==> src/rtl/mem_bus_pkg.sv <==
// Shared definitions for the instruction/data memory bus arbiter:
// FSM state encoding, memory access size encodings and the default width.
package mem_bus_pkg;

  localparam int DEFAULT_BIT_WIDTH = 32;

  // Access size encodings carried on d_size / m_size (1x means byte)
  localparam logic [1:0] SIZE_WORD = 2'b00;
  localparam logic [1:0] SIZE_HALF = 2'b01;
  localparam logic [1:0] SIZE_BYTE = 2'b10;

  // Arbiter FSM state enumeration
  typedef logic [1:0] state_t;
  localparam state_t S_IDLE   = 2'd0;
  localparam state_t S_I_BUSY = 2'd1;
  localparam state_t S_D_BUSY = 2'd2;
  localparam state_t S_RESP   = 2'd3;

endpackage

==> src/rtl/arb_starve_cnt.sv <==
// Saturating count of data grants made while an instruction fetch waits.
// Used only when the arbiter is built with ARB_STARVE_GUARD_EN.
module arb_starve_cnt #(
  parameter int LIMIT = 4
) (
  input  logic clk,
  input  logic rst,
  input  logic inc,
  input  logic clr,
  output logic at_limit
);

  localparam int CW = $clog2(LIMIT + 1);

  logic [CW-1:0] count;

  assign at_limit = (count == CW'(LIMIT));

  // Clear on instruction grant, otherwise count up to LIMIT and stick there
  always_ff @(posedge clk or negedge rst) begin
    if (!rst) begin
      count <= '0;
    end else if (clr) begin
      count <= '0;
    end else if (inc && !at_limit) begin
      count <= count + 1'b1;
    end
  end

endmodule

==> src/rtl/mem_bus_arbiter.sv <==
// Two-requester (instruction fetch / data access) arbiter onto one shared
// memory port. Data normally wins; with ARB_STARVE_GUARD_EN defined a
// saturating counter forces an instruction grant after STARVE_LIMIT data
// grants made while a fetch was waiting.
//
// Handshake: a requester raises *_req and holds it (and its address/data)
// until its *_ack_n pulses low for one cycle. The memory sees m_req held
// high with stable m_* until it answers with m_ack_n low for a cycle; the
// arbiter then spends one RESP cycle before accepting a new request.
module mem_bus_arbiter
  import mem_bus_pkg::*;
#(
  parameter int BIT_WIDTH    = DEFAULT_BIT_WIDTH,
  parameter int STARVE_LIMIT = 4
) (
  input  logic                 clk,
  input  logic                 rst,
  input  logic                 i_req,
  input  logic [BIT_WIDTH-1:0] i_addr,
  output logic [BIT_WIDTH-1:0] i_rdata,
  output logic                 i_ack_n,
  input  logic                 d_req,
  input  logic                 d_write,
  input  logic [1:0]           d_size,
  input  logic [BIT_WIDTH-1:0] d_addr,
  input  logic [BIT_WIDTH-1:0] d_wdata,
  output logic [BIT_WIDTH-1:0] d_rdata,
  output logic                 d_ack_n,
  output logic                 m_req,
  output logic                 m_write,
  output logic [1:0]           m_size,
  output logic [BIT_WIDTH-1:0] m_addr,
  output logic [BIT_WIDTH-1:0] m_wdata,
  input  logic [BIT_WIDTH-1:0] m_rdata,
  input  logic                 m_ack_n,
  output logic [1:0]           state_dbg
);

  state_t state;
  logic   starve_hit;
  logic   grant_d;
  logic   grant_i;

  assign state_dbg = state;

`ifdef ARB_STARVE_GUARD_EN
  logic at_limit;

  arb_starve_cnt #(
    .LIMIT(STARVE_LIMIT)
  ) u_starve_cnt (
    .clk     (clk),
    .rst     (rst),
    .inc     (grant_d && i_req),
    .clr     (grant_i),
    .at_limit(at_limit)
  );

  assign starve_hit = at_limit && i_req;
`else
  // Keeps the limit parameter referenced when the guard is compiled out
  logic [31:0] unused_starve_limit;
  assign unused_starve_limit = 32'(STARVE_LIMIT);
  assign starve_hit          = 1'b0;
`endif

  // Grant selection, only meaningful in IDLE
  always_comb begin
    grant_d = (state == S_IDLE) && d_req && !starve_hit;
    grant_i = (state == S_IDLE) && i_req && !grant_d;
  end

  // FSM plus registered memory-side outputs, read data and ack pulses
  always_ff @(posedge clk or negedge rst) begin
    if (!rst) begin
      state   <= S_IDLE;
      m_req   <= 1'b0;
      m_write <= 1'b0;
      m_size  <= SIZE_WORD;
      m_addr  <= '0;
      m_wdata <= '0;
      i_rdata <= '0;
      d_rdata <= '0;
      i_ack_n <= 1'b1;
      d_ack_n <= 1'b1;
    end else begin
      i_ack_n <= 1'b1;
      d_ack_n <= 1'b1;
      case (state)
        S_IDLE: begin
          if (grant_d) begin
            state   <= S_D_BUSY;
            m_req   <= 1'b1;
            m_write <= d_write;
            m_size  <= d_size;
            m_addr  <= d_addr;
            m_wdata <= d_wdata;
          end else if (grant_i) begin
            state   <= S_I_BUSY;
            m_req   <= 1'b1;
            m_write <= 1'b0;
            m_size  <= SIZE_WORD;
            m_addr  <= i_addr;
            m_wdata <= '0;
          end
        end
        S_I_BUSY: begin
          if (!m_ack_n) begin
            state   <= S_RESP;
            m_req   <= 1'b0;
            i_rdata <= m_rdata;
            i_ack_n <= 1'b0;
          end
        end
        S_D_BUSY: begin
          if (!m_ack_n) begin
            state   <= S_RESP;
            m_req   <= 1'b0;
            d_ack_n <= 1'b0;
            // Stores return nothing; keep the last load result
            if (!m_write) d_rdata <= m_rdata;
          end
        end
        default: begin
          state <= S_IDLE;
        end
      endcase
    end
  end

endmodule

==> config.mk <==
export PLATFORM = sky130hd
export DESIGN_NAME = mem_bus_arbiter
export DESIGN_NICKNAME = d
export VERILOG_FILES = /design/src/rtl/mem_bus_pkg.sv /design/src/rtl/arb_starve_cnt.sv /design/src/rtl/mem_bus_arbiter.sv
export SDC_FILE = /design/constraint.sdc
export NUM_CORES = 1
export LEC_CHECK = 0
export CORE_MARGIN = 8
export CORE_UTILIZATION = 40
export DETAILED_ROUTE_END_ITERATION = 6
export GPL_TIMING_DRIVEN = 0
export PLACE_DENSITY = 0.85
export SYNTH_ARGS = -nofsm -noshare
export SYNTH_HDL_FRONTEND = slang
export SYNTH_SLANG_ARGS = --single-unit
export TNS_END_PERCENT = 50
==> constraint.sdc <==
create_clock -name clk -period 1.82 [get_ports clk]
set_clock_uncertainty 0.15 [all_clocks]
set_input_delay 0.182 -clock clk [delete_from_list [all_inputs] [get_ports clk]]
set_output_delay 0.182 -clock clk [all_outputs]
set_load 0.05 [all_outputs]
==> flow_summary.ini <==
; flow metrics
[sta]
fin_crit_sh_pct = 97.42
setup_tns_ps = 0
fin_ws_ps = 46.94
relSlewSlack_pct = 60.27
setup_viol = 0
fin_crit_ps = 1773
grt_setup_unrepaired = true
worst-slew-pin-transition_ps = 598.3

[power_and_ir_drop]
p_clk_share_pct = 17.1
p_leak_nw = 4.139
power_density_nw_per_um2 = 2133
comb_cell_power_mw = 10.3
power_frac_seq_pct = 27.8
maxPowerGroup = combinational cells
switchingPower_mw = 9.386
powerSeq_mw = 5.22
power.share.switching_pct = 50.00

[setup_path]
critPathLaunch = i_ack_n
reg2reg_depth = 6
max_stage_delay_ps = 530
cp_data_required_time_ps = 1490
cp_top_family = buffers and inverters
slowest_stage = dlygate4sd2_1
crit_buf_inv = 1
start_kind = flip-flop
worst-setup-path-type = flip-flop to output pin
r2r_slack_ps = 60
crit_path_max_fanout = 1
timing.rr.end = d_rdata[16]
cp.arrival_ps = 1440
worstSetupPathDepth = 1
crit_chain = dlygate4sd2_1

[global_routing]
antenna_found_initial = 1
grt_max_degree = 78
use_met2_pct = 32.21
grtUsageMet3_pct = 7.584
gr-usage-all-layers_pct = 19.81
grt_overflow = 0
grt.busiest_layer = met2
grt_pass1_wl_mm = 27.26

[floorplanning]
ios = 272
dieArea_um2 = 17490
die_h_um = 132.2
die_x_um = 132.2
taps = 176

[clocking]
ctsHtreeMaxLevel = 4
holdBufCountCts = 1
worstSkewPairLatency_ps = 400
post-cts-setup-buffer-count = 0
cts_tree = yes
ctsResizeCount = 137
cts_inserted_buffers = 17
path_clk_slew_ps = 60

[layout]
buf_share_pct = 32.28
lay_top_cells = 135 x dlygate4sd2_1, 133 x clkdlybuf4s50_1, 132 x dfrtp_1
fin_nets = 783
final_common_cell = dlygate4sd2_1
layout-drive-gt1-share_pct = 11.74
nClkBuffers = 17
final_cells = 832
signal_buffers = 304
logic_area_um2 = 1767
area_growth_pct = 62.85
fin_area_um2 = 8802
inverters = 2
final-clk-cell-share_pct = 6.340
logic_gate_count = 182

[hold_path]
whs_endpoint = m_addr[1]
holdCritStartpoint = d_req

[synthesis]
edf_count = 0
synth_flops = 136
synthesis.nets = 490
syn-cell-area_um2 = 5405
adder_share_pct = 0.9259
ys_area_um2 = 5405
top_cell = dfrtp_1
synth_xor_xnor_area_share_pct = 0
synth.distinct_cells = 23
yosysCellCount = 350
synthCells = 350
logic_family = AND-OR/OR-AND gates
yosysSeqAreaShare_pct = 63.01
simple_gate_share_pct = 1.204
top_area_share_pct = 62.04
top_cells_by_area = dfrtp_1 62%, a22o_1 16%, mux2_1 12%
synth_area_leader_cell = dfrtp_1

[placed_design]
placed_cells = 797
gp_congestion = 0.7938
io_buffer_count = 270
place_area_um2 = 8359
hpwl_mm = 13.51
pre_cts_ws_ps = -53.24

[routing]
first_pass_iters = 4
drtIter0Drc = 142
highest_layer = met5
wl_met3_mm = 1.339
wl_met2_mm = 8.082
met1_length_mm = 7.158
vias = 4218
drc = 0

[job]
tool_warnings = 31

[outcome]
status = completed
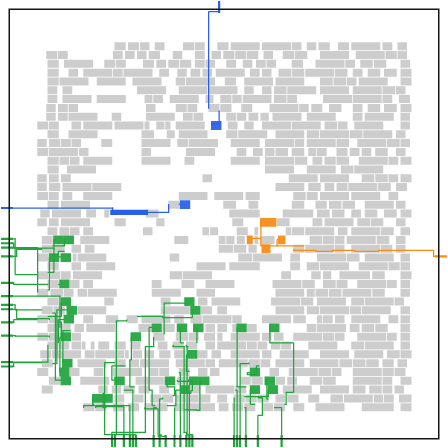
(nets reached from selected ports)
legend:
  blue:
    port: d_size
    direction: input
    end_cells: 2
    buffers: 2
    wire: 93.3 um
  orange:
    port: m_ack_n
    direction: input
    end_cells: 4
    buffers: 1
    wire: 74.4 um
  green:
    port: i_addr
    direction: input
    end_cells: 32
    buffers: 32
    wire: 956 um

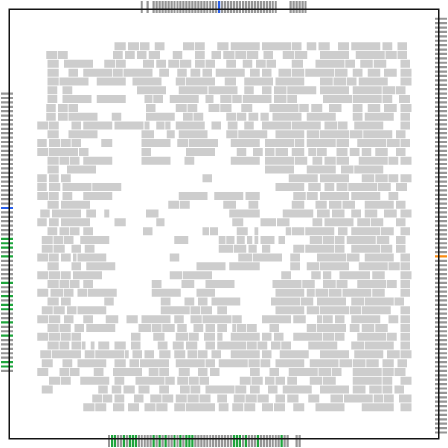
(pin placement)
Pins as bars across the die edge, other pins in gray.
legend:
  green:
    port: i_addr
    pins: 32
    direction: input
    edge: 20 bottom, 12 left
  blue:
    port: d_size
    pins: 2
    direction: input
    edge: 1 left, 1 top
  orange:
    port: m_ack_n
    pins: 1
    direction: input
    edge: right
all pins by edge: 95 right, 64 left, 63 bottom, 50 top

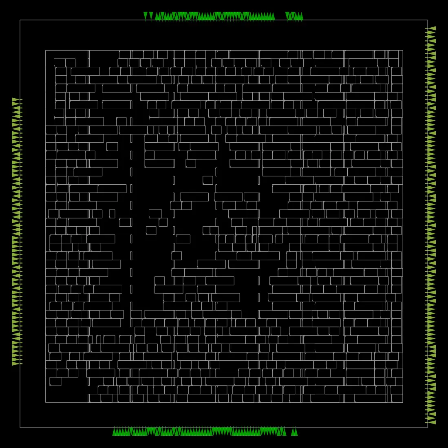
(placed standard cells)
final core utilization: 66.47%
Flops: 136
core area: 13240 um^2
flop share of the area: 38.72%
fillcell total: 1020

